Run 1, routing congestion:
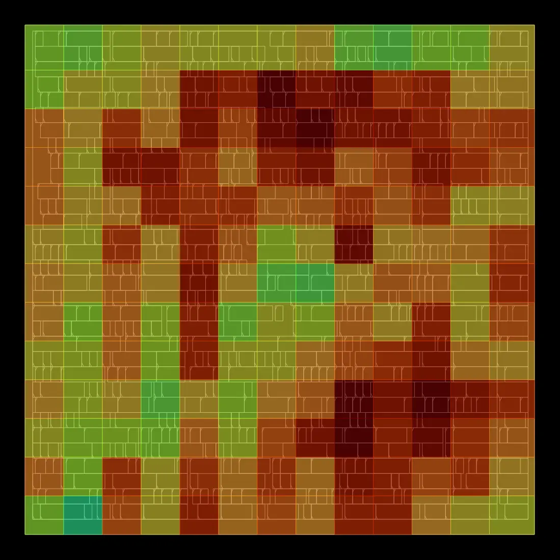
Run 1, M4 wires:
The bar under the picture is 20 um long. Supply wires on this layer in grey. Cells faint in the background.
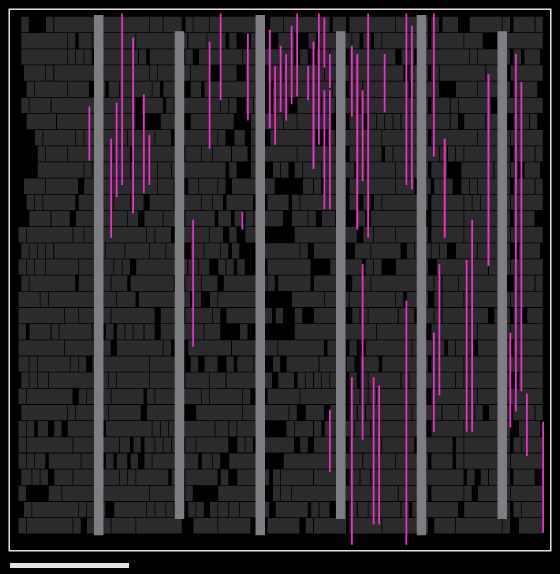
Run 1, placement density heat map:
9 x 9 tiles, from white (low) to dark blue (high), 0 to 100% covered.
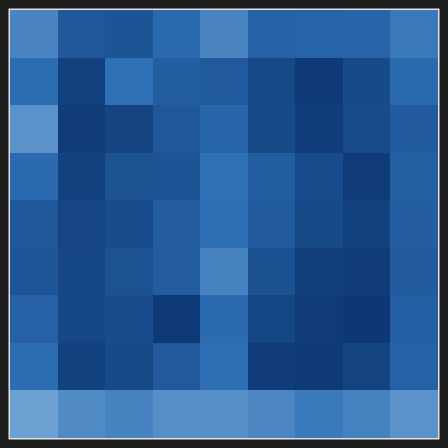
==> src/rtl/memory_stage_if.sv <==
// Data-memory request/response bus between the memory stage (master) and the data memory (slave).
interface memory_stage_if #(
    parameter int unsigned REG_WIDTH = 16
);
    logic                 O_DMemReq;
    logic                 O_DMemWe;
    logic [REG_WIDTH-2:0] O_DMemAddr;
    logic [REG_WIDTH-1:0] O_DMemWData;
    logic [1:0]           O_DMemByteEn;
    logic                 I_DMemAck;
    logic [REG_WIDTH-1:0] I_DMemRData;

    modport master (
        output O_DMemReq, O_DMemWe, O_DMemAddr, O_DMemWData, O_DMemByteEn,
        input  I_DMemAck, I_DMemRData
    );

    modport slave (
        input  O_DMemReq, O_DMemWe, O_DMemAddr, O_DMemWData, O_DMemByteEn,
        output I_DMemAck, I_DMemRData
    );
endinterface

==> src/rtl/memory_stage.sv <==
// Pipeline memory stage: passes ALU results to writeback and runs one data-memory access per
// load/store, waiting a bounded number of cycles for the ack before flagging a sticky error.
module memory_stage #(
    parameter  int unsigned MAX_WAIT     = 15,
    localparam int unsigned PC_WIDTH     = 16,
    localparam int unsigned IR_WIDTH     = 16,
    localparam int unsigned OPCODE_WIDTH = 4,
    localparam int unsigned REG_WIDTH    = 16,
    localparam int unsigned CNT_WIDTH    = (MAX_WAIT == 0) ? 1 : $clog2(MAX_WAIT + 1)
) (
    input  logic                    I_CLOCK,
    input  logic                    I_RESET_N,
    input  logic                    I_LOCK,
    input  logic [PC_WIDTH-1:0]     I_PC,
    input  logic [IR_WIDTH-1:0]     I_IR,
    input  logic [OPCODE_WIDTH-1:0] I_Opcode,
    input  logic [3:0]              I_DestRegIdx,
    input  logic [REG_WIDTH-1:0]    I_DestValue,
    input  logic [2:0]              I_CCValue,
    input  logic                    I_EX_Valid,
    input  logic                    I_RegWEn,
    input  logic                    I_CCWEn,
    input  logic [REG_WIDTH-1:0]    I_MARValue,
    input  logic [REG_WIDTH-1:0]    I_MDRValue,
    memory_stage_if.master          dmem,
    output logic                    O_MEMStallSignal,
    output logic                    O_RegWEn_Signal,
    output logic                    O_LOCK,
    output logic [PC_WIDTH-1:0]     O_PC,
    output logic [IR_WIDTH-1:0]     O_IR,
    output logic [OPCODE_WIDTH-1:0] O_Opcode,
    output logic [3:0]              O_DestRegIdx,
    output logic [REG_WIDTH-1:0]    O_DestValue,
    output logic [2:0]              O_CCValue,
    output logic                    O_MEM_Valid,
    output logic                    O_RegWEn,
    output logic                    O_CCWEn,
    output logic                    O_MemErr
);
    localparam logic [OPCODE_WIDTH-1:0] OP_LDB = OPCODE_WIDTH'(4'h2);
    localparam logic [OPCODE_WIDTH-1:0] OP_STB = OPCODE_WIDTH'(4'h3);
    localparam logic [OPCODE_WIDTH-1:0] OP_LDW = OPCODE_WIDTH'(4'h6);
    localparam logic [OPCODE_WIDTH-1:0] OP_STW = OPCODE_WIDTH'(4'h7);

    typedef enum logic {IDLE = 1'b0, WAIT = 1'b1} state_e;

    state_e                  state_q, state_d;
    logic [CNT_WIDTH-1:0]    cnt_q, cnt_d;
    logic                    req_q, req_d, we_q, we_d;
    logic [REG_WIDTH-2:0]    addr_q, addr_d;
    logic [REG_WIDTH-1:0]    wdata_q, wdata_d;
    logic [1:0]              byte_en_q, byte_en_d;
    logic                    mar0_q, mar0_d, pend_regwen_q, pend_regwen_d, pend_ccwen_q, pend_ccwen_d;
    logic                    lock_q, lock_d, valid_q, valid_d, regwen_q, regwen_d;
    logic                    ccwen_q, ccwen_d, mem_err_q, mem_err_d;
    logic [PC_WIDTH-1:0]     pc_q, pc_d;
    logic [IR_WIDTH-1:0]     ir_q, ir_d;
    logic [OPCODE_WIDTH-1:0] opcode_q, opcode_d;
    logic [3:0]              dest_idx_q, dest_idx_d;
    logic [REG_WIDTH-1:0]    dest_value_q, dest_value_d;
    logic [2:0]              cc_q, cc_d;

    logic                    is_load, is_store, is_word, memop;
    logic [7:0]              load_byte;
    logic [REG_WIDTH-1:0]    load_val;

    // Instruction decode and the load result for the access in flight.
    always_comb begin : decode
        is_load   = (I_Opcode == OP_LDB) || (I_Opcode == OP_LDW);
        is_store  = (I_Opcode == OP_STB) || (I_Opcode == OP_STW);
        is_word   = (I_Opcode == OP_LDW) || (I_Opcode == OP_STW);
        memop     = (is_load || is_store) && I_EX_Valid && I_LOCK;
        load_byte = mar0_q ? dmem.I_DMemRData[15:8] : dmem.I_DMemRData[7:0];
        load_val  = (opcode_q == OP_LDW) ? dmem.I_DMemRData : {{(REG_WIDTH-8){1'b0}}, load_byte};
    end

    // Stall and register-write hints consumed combinationally by execute/decode.
    always_comb begin : hints
        O_MEMStallSignal = (state_q == IDLE) ? memop : !dmem.I_DMemAck;
        O_RegWEn_Signal  = (state_q == IDLE) ? (!is_store && I_RegWEn && I_EX_Valid && I_LOCK)
                                             : !we_q;
    end

    always_comb begin : next_state
        state_d       = state_q;
        cnt_d         = cnt_q;
        req_d         = req_q;
        we_d          = we_q;
        addr_d        = addr_q;
        wdata_d       = wdata_q;
        byte_en_d     = byte_en_q;
        mar0_d        = mar0_q;
        pend_regwen_d = pend_regwen_q;
        pend_ccwen_d  = pend_ccwen_q;
        lock_d        = I_LOCK;
        pc_d          = pc_q;
        ir_d          = ir_q;
        opcode_d      = opcode_q;
        dest_idx_d    = dest_idx_q;
        dest_value_d  = dest_value_q;
        cc_d          = cc_q;
        valid_d       = 1'b0;
        regwen_d      = 1'b0;
        ccwen_d       = 1'b0;
        mem_err_d     = mem_err_q;
        case (state_q)
            IDLE: begin
                // Bundle is captured on every IDLE edge; a memop keeps it parked until completion.
                pc_d         = I_PC;
                ir_d         = I_IR;
                opcode_d     = I_Opcode;
                dest_idx_d   = I_DestRegIdx;
                dest_value_d = I_DestValue;
                cc_d         = I_CCValue;
                if (memop) begin
                    state_d       = WAIT;
                    cnt_d         = '0;
                    req_d         = 1'b1;
                    we_d          = is_store;
                    addr_d        = I_MARValue[REG_WIDTH-1:1];
                    wdata_d       = is_word ? I_MDRValue : {2{I_MDRValue[7:0]}};
                    byte_en_d     = is_word ? 2'b11 : (I_MARValue[0] ? 2'b10 : 2'b01);
                    mar0_d        = I_MARValue[0];
                    pend_regwen_d = I_RegWEn;
                    pend_ccwen_d  = I_CCWEn;
                end else if (I_LOCK) begin
                    valid_d  = I_EX_Valid;
                    regwen_d = I_RegWEn && I_EX_Valid;
                    ccwen_d  = I_CCWEn && I_EX_Valid;
                end
            end
            WAIT: begin
                if (dmem.I_DMemAck) begin
                    state_d = IDLE;
                    req_d   = 1'b0;
                    we_d    = 1'b0;
                    valid_d = 1'b1;
                    if (!we_q) begin
                        dest_value_d = load_val;
                        regwen_d     = pend_regwen_q;
                        ccwen_d      = pend_ccwen_q;
                        if (pend_ccwen_q) begin
                            cc_d = load_val[REG_WIDTH-1] ? 3'b100 :
                                   (load_val == '0)      ? 3'b010 : 3'b001;
                        end
                    end
                end else if (cnt_q == CNT_WIDTH'(MAX_WAIT - 1)) begin
                    state_d   = IDLE;
                    req_d     = 1'b0;
                    we_d      = 1'b0;
                    valid_d   = 1'b1;
                    mem_err_d = 1'b1;
                end else begin
                    cnt_d = cnt_q + 1'b1;
                end
            end
            default: state_d = IDLE;
        endcase
    end

    always_ff @(negedge I_CLOCK) begin : regs
        if (!I_RESET_N) begin
            state_q       <= IDLE;
            cnt_q         <= '0;
            req_q         <= 1'b0;
            we_q          <= 1'b0;
            addr_q        <= '0;
            wdata_q       <= '0;
            byte_en_q     <= 2'b00;
            mar0_q        <= 1'b0;
            pend_regwen_q <= 1'b0;
            pend_ccwen_q  <= 1'b0;
            lock_q        <= 1'b0;
            pc_q          <= '0;
            ir_q          <= '0;
            opcode_q      <= '0;
            dest_idx_q    <= '0;
            dest_value_q  <= '0;
            cc_q          <= '0;
            valid_q       <= 1'b0;
            regwen_q      <= 1'b0;
            ccwen_q       <= 1'b0;
            mem_err_q     <= 1'b0;
        end else begin
            state_q       <= state_d;
            cnt_q         <= cnt_d;
            req_q         <= req_d;
            we_q          <= we_d;
            addr_q        <= addr_d;
            wdata_q       <= wdata_d;
            byte_en_q     <= byte_en_d;
            mar0_q        <= mar0_d;
            pend_regwen_q <= pend_regwen_d;
            pend_ccwen_q  <= pend_ccwen_d;
            lock_q        <= lock_d;
            pc_q          <= pc_d;
            ir_q          <= ir_d;
            opcode_q      <= opcode_d;
            dest_idx_q    <= dest_idx_d;
            dest_value_q  <= dest_value_d;
            cc_q          <= cc_d;
            valid_q       <= valid_d;
            regwen_q      <= regwen_d;
            ccwen_q       <= ccwen_d;
            mem_err_q     <= mem_err_d;
        end
    end

    assign dmem.O_DMemReq    = req_q;
    assign dmem.O_DMemWe     = we_q;
    assign dmem.O_DMemAddr   = addr_q;
    assign dmem.O_DMemWData  = wdata_q;
    assign dmem.O_DMemByteEn = byte_en_q;
    assign O_LOCK            = lock_q;
    assign O_PC              = pc_q;
    assign O_IR              = ir_q;
    assign O_Opcode          = opcode_q;
    assign O_DestRegIdx      = dest_idx_q;
    assign O_DestValue       = dest_value_q;
    assign O_CCValue         = cc_q;
    assign O_MEM_Valid       = valid_q;
    assign O_RegWEn          = regwen_q;
    assign O_CCWEn           = ccwen_q;
    assign O_MemErr          = mem_err_q;
endmodule

==> src/flat_wrapper.sv <==
// flat-port wrapper written by rule: the top's interface ports become plain ports
module memory_stage_flat 
#(
    parameter  int unsigned MAX_WAIT     = 15,
    localparam int unsigned PC_WIDTH     = 16,
    localparam int unsigned IR_WIDTH     = 16,
    localparam int unsigned OPCODE_WIDTH = 4,
    localparam int unsigned REG_WIDTH    = 16,
    localparam int unsigned CNT_WIDTH    = (MAX_WAIT == 0) ? 1 : $clog2(MAX_WAIT + 1)
)
  (I_CLOCK, I_RESET_N, I_LOCK, I_PC, I_IR, I_Opcode, I_DestRegIdx, I_DestValue, I_CCValue, I_EX_Valid, I_RegWEn, I_CCWEn, I_MARValue, I_MDRValue, O_MEMStallSignal, O_RegWEn_Signal, O_LOCK, O_PC, O_IR, O_Opcode, O_DestRegIdx, O_DestValue, O_CCValue, O_MEM_Valid, O_RegWEn, O_CCWEn, O_MemErr, dmem_O_DMemReq, dmem_O_DMemWe, dmem_O_DMemAddr, dmem_O_DMemWData, dmem_O_DMemByteEn, dmem_I_DMemAck, dmem_I_DMemRData);
  memory_stage_if #(.REG_WIDTH(16)) dmem_i ();
  input  logic I_CLOCK;
  input  logic I_RESET_N;
  input  logic I_LOCK;
  input  logic [PC_WIDTH-1:0] I_PC;
  input  logic [IR_WIDTH-1:0] I_IR;
  input  logic [OPCODE_WIDTH-1:0] I_Opcode;
  input  logic [3:0] I_DestRegIdx;
  input  logic [REG_WIDTH-1:0] I_DestValue;
  input  logic [2:0] I_CCValue;
  input  logic I_EX_Valid;
  input  logic I_RegWEn;
  input  logic I_CCWEn;
  input  logic [REG_WIDTH-1:0] I_MARValue;
  input  logic [REG_WIDTH-1:0] I_MDRValue;
  output logic O_MEMStallSignal;
  output logic O_RegWEn_Signal;
  output logic O_LOCK;
  output logic [PC_WIDTH-1:0] O_PC;
  output logic [IR_WIDTH-1:0] O_IR;
  output logic [OPCODE_WIDTH-1:0] O_Opcode;
  output logic [3:0] O_DestRegIdx;
  output logic [REG_WIDTH-1:0] O_DestValue;
  output logic [2:0] O_CCValue;
  output logic O_MEM_Valid;
  output logic O_RegWEn;
  output logic O_CCWEn;
  output logic O_MemErr;
  output wire logic [$bits(dmem_i.O_DMemReq)-1:0] dmem_O_DMemReq;
  output wire logic [$bits(dmem_i.O_DMemWe)-1:0] dmem_O_DMemWe;
  output wire logic [$bits(dmem_i.O_DMemAddr)-1:0] dmem_O_DMemAddr;
  output wire logic [$bits(dmem_i.O_DMemWData)-1:0] dmem_O_DMemWData;
  output wire logic [$bits(dmem_i.O_DMemByteEn)-1:0] dmem_O_DMemByteEn;
  input wire logic [$bits(dmem_i.I_DMemAck)-1:0] dmem_I_DMemAck;
  input wire logic [$bits(dmem_i.I_DMemRData)-1:0] dmem_I_DMemRData;
  assign dmem_O_DMemReq = dmem_i.O_DMemReq;
  assign dmem_O_DMemWe = dmem_i.O_DMemWe;
  assign dmem_O_DMemAddr = dmem_i.O_DMemAddr;
  assign dmem_O_DMemWData = dmem_i.O_DMemWData;
  assign dmem_O_DMemByteEn = dmem_i.O_DMemByteEn;
  assign dmem_i.I_DMemAck = dmem_I_DMemAck;
  assign dmem_i.I_DMemRData = dmem_I_DMemRData;
  memory_stage #(.MAX_WAIT(MAX_WAIT)) u_core (.I_CLOCK(I_CLOCK), .I_RESET_N(I_RESET_N), .I_LOCK(I_LOCK), .I_PC(I_PC), .I_IR(I_IR), .I_Opcode(I_Opcode), .I_DestRegIdx(I_DestRegIdx), .I_DestValue(I_DestValue), .I_CCValue(I_CCValue), .I_EX_Valid(I_EX_Valid), .I_RegWEn(I_RegWEn), .I_CCWEn(I_CCWEn), .I_MARValue(I_MARValue), .I_MDRValue(I_MDRValue), .dmem(dmem_i), .O_MEMStallSignal(O_MEMStallSignal), .O_RegWEn_Signal(O_RegWEn_Signal), .O_LOCK(O_LOCK), .O_PC(O_PC), .O_IR(O_IR), .O_Opcode(O_Opcode), .O_DestRegIdx(O_DestRegIdx), .O_DestValue(O_DestValue), .O_CCValue(O_CCValue), .O_MEM_Valid(O_MEM_Valid), .O_RegWEn(O_RegWEn), .O_CCWEn(O_CCWEn), .O_MemErr(O_MemErr));
endmodule
==> config.mk <==
export PLATFORM = sky130hd
export DESIGN_NAME = memory_stage_flat
export DESIGN_NICKNAME = d
export VERILOG_FILES = /design/src/rtl/memory_stage_if.sv /design/src/rtl/memory_stage.sv /design/src/flat_wrapper.sv
export SDC_FILE = /design/constraint.sdc
export NUM_CORES = 1
export LEC_CHECK = 0
export CORE_UTILIZATION = 55
export CTS_BUF_LIST = sky130_fd_sc_hd__clkbuf_4 sky130_fd_sc_hd__clkbuf_8
export DETAILED_ROUTE_END_ITERATION = 8
export DONT_BUFFER_PORTS = 1
export PLACE_DENSITY = 0.69
export RECOVER_POWER = 100
export SETUP_SLACK_MARGIN = 0.1
export SLEW_MARGIN = 20
export SYNTH_ARGS = -nofsm -noshare
export SYNTH_HDL_FRONTEND = slang
export SYNTH_SLANG_ARGS = --single-unit
==> constraint.sdc <==
create_clock -name I_CLOCK -period 2.55 [get_ports I_CLOCK]
set_input_delay 0.3825 -clock I_CLOCK [delete_from_list [all_inputs] [get_ports I_CLOCK]]
set_output_delay 0.3825 -clock I_CLOCK [all_outputs]
set_load 0.05 [all_outputs]
==> results_slide.txt, run 1 <==
Key Metrics from the Run

Power and ir drop
  • Power after layout: roughly 0.0044 W
  • Worst supply voltage drop on vdd: 426 uV
  • Power Density: ~630 nW/um^2

Worst setup path
  • Largest stage delay on the critical path: roughly 360 ps
  • Family of cells with the greatest summed delay on the critical path: flip-flops
  • Worst Setup End Kind: output pin
  • Reg-to-Reg Start: u_core.state_q

Final timing
  • Final tally of setup violations: between 70 and 80
  • Final Worst Setup Slack: -434 ps
  • Aggregate negative setup slack: -5830 ps
  • Worst-margin pin slew: 1730 ps
  • Final max-slew violation count: about 60
  • Setup repair after global routing missed its margin: yes

Drt
  • DR iter-0 viols: about 360
  • Avg Vias per Cell: ~6.0

Die
  • Tap Cells: ~100
  • Horiz. Die Dim: 90.8 um
  • Std-Cell Core Area: about 7700 um^2

Clock tree
  • CTS H-Tree Depth: 3

Synth
  • Logic family by area: simple AND/OR/NAND/NOR gates
  • Top flip-flop cell by instance count after synthesis: sky130_fd_sc_hd__dfxtp_1
  • Floorplan Nets: between 500 and 600

Cells and area
  • Number of nets in the layout: between 800 and 900
  • Number of combinational gates with multiple inputs: around 330
  • Layout clock buffers: 9

Outcome
  • Violated checks: max-capacitance violations, max-slew violations, negative setup slack
  • Result of the run: complete, but fails checks

Flow run
  • Count of maximum capacitance violations: 1

Worst hold path
  • Min-Delay Path Depth: 2
-- 'routing congestion' (at the start) --
Total Routing Usage GR: 37.1%
met2 global-route usage: 66.0%
average wire per standard cell: 21.3 um

-- 'M4 wires' (at the start) --
longest straight run: 59.8 um
wire length on this layer: 1020 um
main direction: vertical
share of all routed wire: 5.9%
total detailed-routing wirelength: 17100 um
number of vias after detailed routing: 4862

-- 'placement density heat map' (at the start) --
fullest tile: 97%
mean over tiles: 82%
tiles over 75% full: 80%

-- run 1: cells in the mapped netlist (3+ instances only) --
cell type and number:
sky130_fd_sc_hd__dfxtp_1 107, sky130_fd_sc_hd__nand2_1 87, sky130_fd_sc_hd__nor2_1 64, sky130_fd_sc_hd__mux2i_1 40, sky130_fd_sc_hd__a21oi_1 32, sky130_fd_sc_hd__clkbuf_1 17, sky130_fd_sc_hd__nand3_1 13, sky130_fd_sc_hd__a21oi_2 11
sky130_fd_sc_hd__o221ai_1 10, sky130_fd_sc_hd__a311oi_2 9, sky130_fd_sc_hd__buf_2 9, sky130_fd_sc_hd__a31oi_1 8, sky130_fd_sc_hd__and3_1 7, sky130_fd_sc_hd__buf_6 6, sky130_fd_sc_hd__a211oi_1 5, sky130_fd_sc_hd__inv_1 5
sky130_fd_sc_hd__nor4_1 4, sky130_fd_sc_hd__nand4_1 3, sky130_fd_sc_hd__nor2b_1 3, sky130_fd_sc_hd__nor3_1 3, sky130_fd_sc_hd__o21a_1 3, sky130_fd_sc_hd__o21ai_0 3
-- run 1: metal layers --
layer  vias to the layer above  GRT usage, %  routed length, um
met5                         -             0                  0
met3                       104          15.2               1780
met2                       384          66.0               8570
li1                       2089             -                  -
met4                         0          20.0               1020
met1                      2285          36.5               5780
-- run 1: metrics by stage --
step | hold WS, ps | utilization, % | std cells | area [um^2]
after floorplan | 449 | - | 477 | 4460
after global placement | 445 | 68.8 | 660 | 5290
after detailed placement | 452 | 68.8 | 660 | 5290
after CTS | 461 | 88.3 | 791 | 6790
after global routing | 499 | 90.0 | 804 | 6920
final | 476 | 90.0 | 804 | 6920
-- run 1: power breakdown --
part	leakage, nW	internal [W]	switching, W
registers	0.917	0.00176	0.0000714
clock network	0.666	0.000585	0.00121
logic	1.51	0.000296	0.000447
## Run 2: what changed since run 1
--- a/config.mk
+++ b/config.mk
@@ -6,7 +6,7 @@
 export NUM_CORES = 1
 export LEC_CHECK = 0
 export CORE_UTILIZATION = 55
-export CTS_BUF_LIST = sky130_fd_sc_hd__clkbuf_4 sky130_fd_sc_hd__clkbuf_8
+export CTS_BUF_LIST = sky130_fd_sc_hd__clkbuf_4 sky130_fd_sc_hd__clkbuf_8 sky130_fd_sc_hd__clkbuf_16
 export DETAILED_ROUTE_END_ITERATION = 8
 export DONT_BUFFER_PORTS = 1
 export PLACE_DENSITY = 0.69
Run 2, routing congestion:
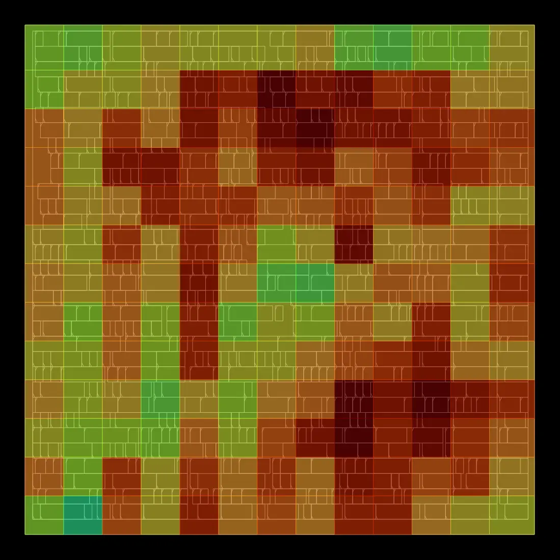
grt met3 use: 15.2%
final core occ: 90.0%
most utilized layer in the global route result: met2
M1 GR Usage: 36.5%

Run 2, M4 wires:
The bar under the picture is 20 um long. Supply wires on this layer in grey. Cells faint in the background.
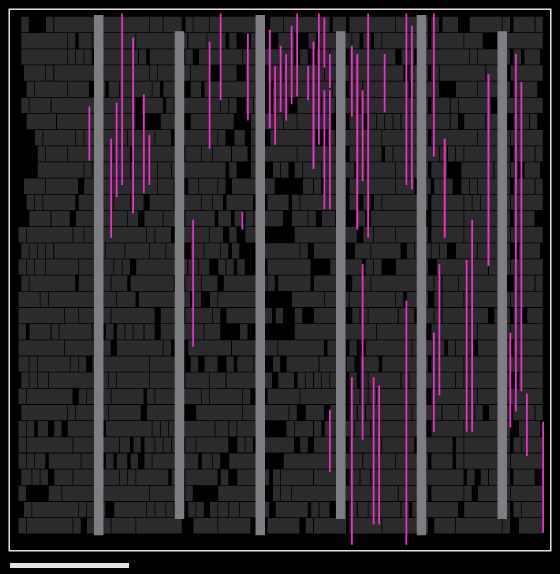
main direction: vertical
longest straight run: 59.8 um
wire length on this layer: 1020 um

==> results_slide.txt, run 2 <==
Key Metrics from the Run

Synth
  • Top post-synthesis cells by count: sky130_fd_sc_hd__dfxtp_1, sky130_fd_sc_hd__nand2_1, sky130_fd_sc_hd__nor2_1 (unchanged)
  • Top flip-flop cell by instance count after synthesis: sky130_fd_sc_hd__dfxtp_1 (unchanged)
  • Floorplan Nets: 593 (unchanged)

Power and ir drop
  • Combinational share of power: 17.0% (about the same)
  • Power Density: 632 nW/um^2 (unchanged)
  • Psw: 0.00172 W (unchanged)
  • Power after layout: 0.00437 W (unchanged)

Final timing
  • Fin Hold WS: 476 ps (unchanged)
  • Final Worst Setup Slack: -434 ps (unchanged)
  • Final tally of setup violations: 73 (unchanged)
  • Final max-slew violation count: 59 (unchanged)

Outcome
  • Violated checks: max-capacitance violations, max-slew violations, negative setup slack (unchanged)
  • Result of the run: complete, but fails checks (unchanged)

Worst setup path
  • Worst Setup End Kind: output pin (unchanged)
  • Largest stage delay on the critical path: 360 ps (about the same)

Drt
  • Average wire per standard cell: 21.3 um (unchanged)
  • DR iter-0 viols: 357 (unchanged)
  • Total detailed-routing wirelength: 17100 um (unchanged)

Clock tree
  • CTS H-Tree Depth: 3 (unchanged)

Global routing
  • Total Routing Usage GR: 37.1% (unchanged)

Worst hold path
  • Min-Delay Path Depth: 2 (unchanged)

Flow run
  • Count of maximum capacitance violations: 1 (unchanged)
Run 2, M1 wires:
Supply wires on this layer in grey.
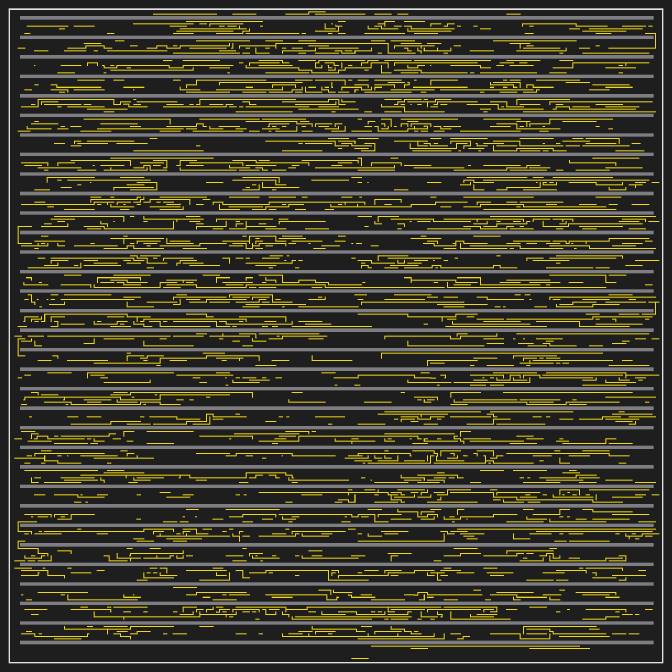
main direction: horizontal
share of all routed wire: 34%

[run 2: cell counts in the layout (fill, tap and decap cells not counted)]
Identical to the previous run, type by type.
[run 2: cell families after synthesis]
| logic type | synth area share [%] |
|---|---|
| AND-OR/OR-AND | 15.5 |
| flip-flops | 49.3 |
| AND/OR/NAND/NOR | 20.2 |
| adder cells (fa/ha/maj) | 0.576 |
| XOR/XNOR | 0.404 |
| multiplexers | 9.22 |
| buffers and inverters | 4.75 |
[run 2: per-layer routing]
metal  vias up  share of wire [%]  GRT usage, %
met4         0                5.9          20.0
met2       384                 50          66.0
met5         -                  0             0
met1      2285                 34          36.5
met3       104                 10          15.2
li1       2089                  -             -
[run 2: final timing paths]
kind / to / startpoint / slack [ps]
worst min-delay path: u_core.pend_regwen_q / u_core.pend_regwen_q / 480
worst max register to register: u_core.O_DestValue[2] / u_core.state_q / -300
worst max-delay path: O_RegWEn_Signal / u_core.state_q / -430
worst min register to register: u_core.pend_regwen_q / u_core.pend_regwen_q / 480
[run 2: area by class of cell]
class,instances,area (um^2)
well taps,102,128
repair buffers,136,1790
inverters,5,22.5
clock inverters,114,454
flip-flops and latches,107,2280
multi-input cells,330,2120
fillers,339,771
diodes,1,2.50
clock buffers,9,124
[run 2: worst max-delay path, delay by kind of cell (launching register included)]
family | cells | cell delay, ps
AOI/OAI and AO/OA | 2 | 290
DFF | 1 | 360
and+or+nand+nor | 2 | 250
[run 2: power groups by stage]
stage | Sequential [W] | Clock, W | Combinational, W
6_report | 0.00184 | 0.00179 | 0.000742
5_1_grt | 0.00184 | 0.00198 | 0.000762
4_1_cts | 0.00183 | 0.00167 | 0.000695
3_5_place_dp | 0.00182 | 0.000256 | 0.000587
3_3_place_gp | 0.00181 | 0.000256 | 0.000577
2_1_floorplan | 0.00207 | 0.000256 | 0.000183
Run 2, cell classes on the final placement:
The bar under the picture is 20 um long. Fill, decap, tap and diode cells in grey.
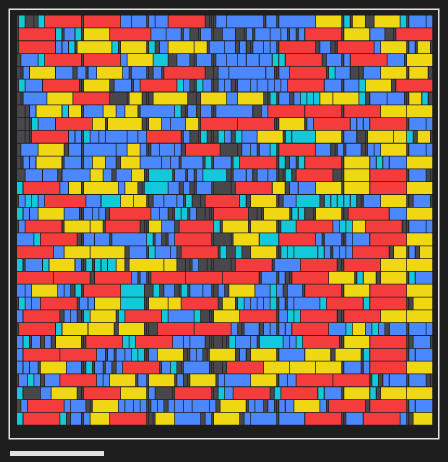

## Run 3: what changed since run 2
--- a/config.mk
+++ b/config.mk
@@ -5,6 +5,7 @@
 export SDC_FILE = /design/constraint.sdc
 export NUM_CORES = 1
 export LEC_CHECK = 0
+export CAP_MARGIN = 0
 export CORE_UTILIZATION = 55
 export CTS_BUF_LIST = sky130_fd_sc_hd__clkbuf_4 sky130_fd_sc_hd__clkbuf_8 sky130_fd_sc_hd__clkbuf_16
 export DETAILED_ROUTE_END_ITERATION = 8
==> constraint.sdc (replaced) <==
create_clock -name I_CLOCK -period 2.77 [get_ports I_CLOCK]
set_input_delay 0.4155 -clock I_CLOCK [delete_from_list [all_inputs] [get_ports I_CLOCK]]
set_output_delay 0.4155 -clock I_CLOCK [all_outputs]
set_load 0.05 [all_outputs]
Run 3, cell classes on the final placement:
The bar under the picture is 20 um long. Fill, decap, tap and diode cells in grey.
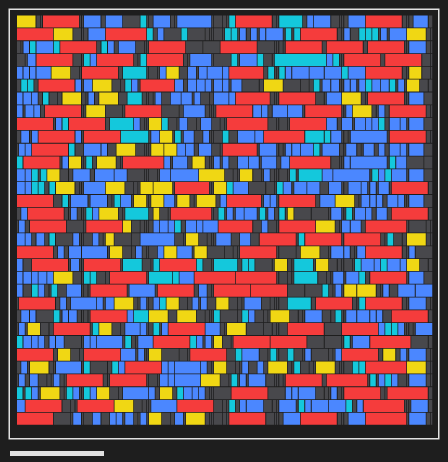
| colour | class | cells | share of their area |
|---|---|---|---|
| blue | combinational and other logic | 335 | 36% |
| cyan | clock drivers and dummy loads | 123 | 11% |
| red | flops | 107 | 40% |
| yellow | other buffers and delay cells | 78 | 13% |
number of placement rows: 32
post-route cell area: 5860 um^2
sequential portion of the cell area: 39.4%

Run 3, routing congestion:
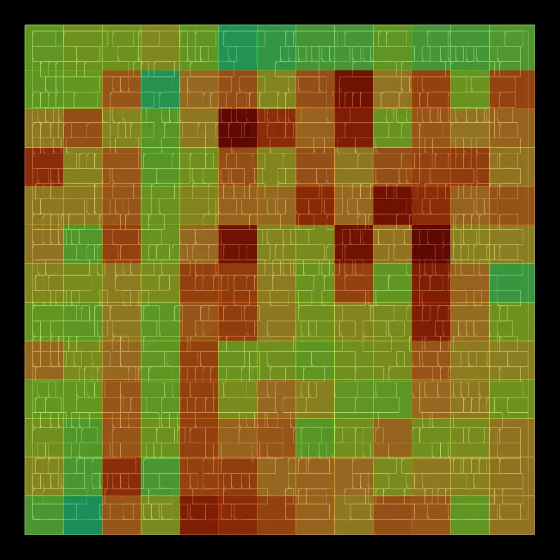
M1 GR Usage: 28.6%
final core occ: 76.2%
average wire per standard cell: 17.0 um
Total Routing Usage GR: 30.6%

==> results_slide.txt, run 3 <==
Key Metrics from the Run

Outcome
  • Result of the run: complete, but fails checks (unchanged)
  • Violated checks: negative setup slack (was max-capacitance violations, max-slew violations, negative setup slack)

Power and ir drop
  • Sequential Power: 0.00179 W (was 0.00184 W)
  • Power after layout: 0.00385 W (was 0.00437 W)
  • Worst supply voltage drop on vdd: 463 uV (was 426 uV)
  • Combinational share of power: 9.6% (was 17.0%)
  • Power share of the sequential group: 46.6% (was 42.0%)
  • Group drawing the most power: sequential cells (unchanged)
  • Internal power consumption: 0.00240 W (was 0.00265 W)
  • Power in the clock group: 0.00168 W (was 0.00179 W)

Cells and area
  • Storage element area: 2300 um^2 (was 2280 um^2)
  • Area of the multi-input gates: 2060 um^2 (was 2120 um^2)
  • Number of filler cells placed in the layout: 608 (was 339)

Synth
  • Floorplan Nets: 593 (unchanged)
  • Top flip-flop cell by instance count after synthesis: sky130_fd_sc_hd__dfxtp_1 (unchanged)

Drt
  • Avg Vias per Cell: 5.57 (was 6.05)

Worst setup path
  • Worst Setup End Kind: output pin (unchanged)
  • Largest stage delay on the critical path: 350 ps (was 360 ps)

Die
  • Horiz. Die Dim: 90.8 um (unchanged)

Final timing
  • Final max-slew violation count: 0 (was 59)
  • Final tally of setup violations: 15 (was 73)
  • Fin Hold WS: 495 ps (was 476 ps)
  • Final Worst Setup Slack: -342 ps (was -434 ps)

Flow run
  • Count of maximum capacitance violations: 0 (was 1)

Clock tree
  • CTS H-Tree Depth: 3 (unchanged)
Run 3, placement density heat map:
9 x 9 tiles, from white (low) to dark blue (high), 0 to 100% covered.
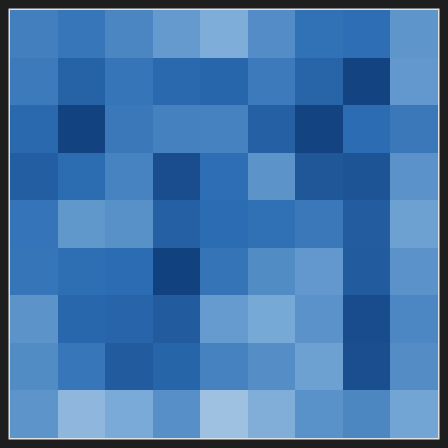
mean over tiles: 69%
fullest tile: 93%
tiles over 75% full: 37%

-- run 3: cell count changes in the layout (fill, tap and decap cells not counted), moves of 6 or more --
cell	delta
sky130_fd_sc_hd__dfxtp_2	-10
sky130_fd_sc_hd__dfxtp_4	+10
sky130_fd_sc_hd__buf_6	+30
sky130_fd_sc_hd__buf_8	-88
sky130_fd_sc_hd__buf_12	-6
-- run 3: critical path, delay by kind of cell, from the launching register on --
kind	cells	cell delay (ps)
flip-flops	1	350
AND/OR/NAND/NOR	2	210
buffers and inverters	3	330
-- run 3: per-layer routing --
layer,share of wire [%],up-vias,global-route usage [%],routed length (um)
met4,2.0,0,17.7,252
met5,0,-,0,0
li1,-,1975,-,-
met3,10,19,14.6,1280
met1,35,1939,28.6,4430
met2,53,218,54.2,6710
-- run 3: final cells by class --
| class | instances | area share, % |
|---|---|---|
| clock buffers | 9 | 2.12 |
| clock inverters | 114 | 8.53 |
| inverters | 5 | 0.385 |
| multi-input cells | 330 | 35.2 |
| flip-flops and latches | 107 | 39.4 |
| well taps | 102 | 2.18 |
| repair buffers | 78 | 12.2 |
-- run 3: stage by stage --
step	area (um^2)	instances	setup slack [ps]	setup TNS (ps)
finish	5860	745	-342	-1400
global route	5860	745	-402	-4010
CTS	6270	745	-363	-721
detailed placement	4970	619	-130	-674
global placement	4970	619	-39.4	-289
floorplan	4450	477	13.4	0
-- run 3: path summary, 6_finish.rpt --
kind / from / to / slack [ps]
setup / recovery: u_core.state_q / O_MEMStallSignal / -340
hold / removal: u_core.pend_ccwen_q / u_core.pend_ccwen_q / 490
setup reg to reg: u_core.state_q / u_core.O_DestValue[5] / 490
hold reg to reg: u_core.pend_ccwen_q / u_core.pend_ccwen_q / 490
Power and IR drop assume default switching activity.
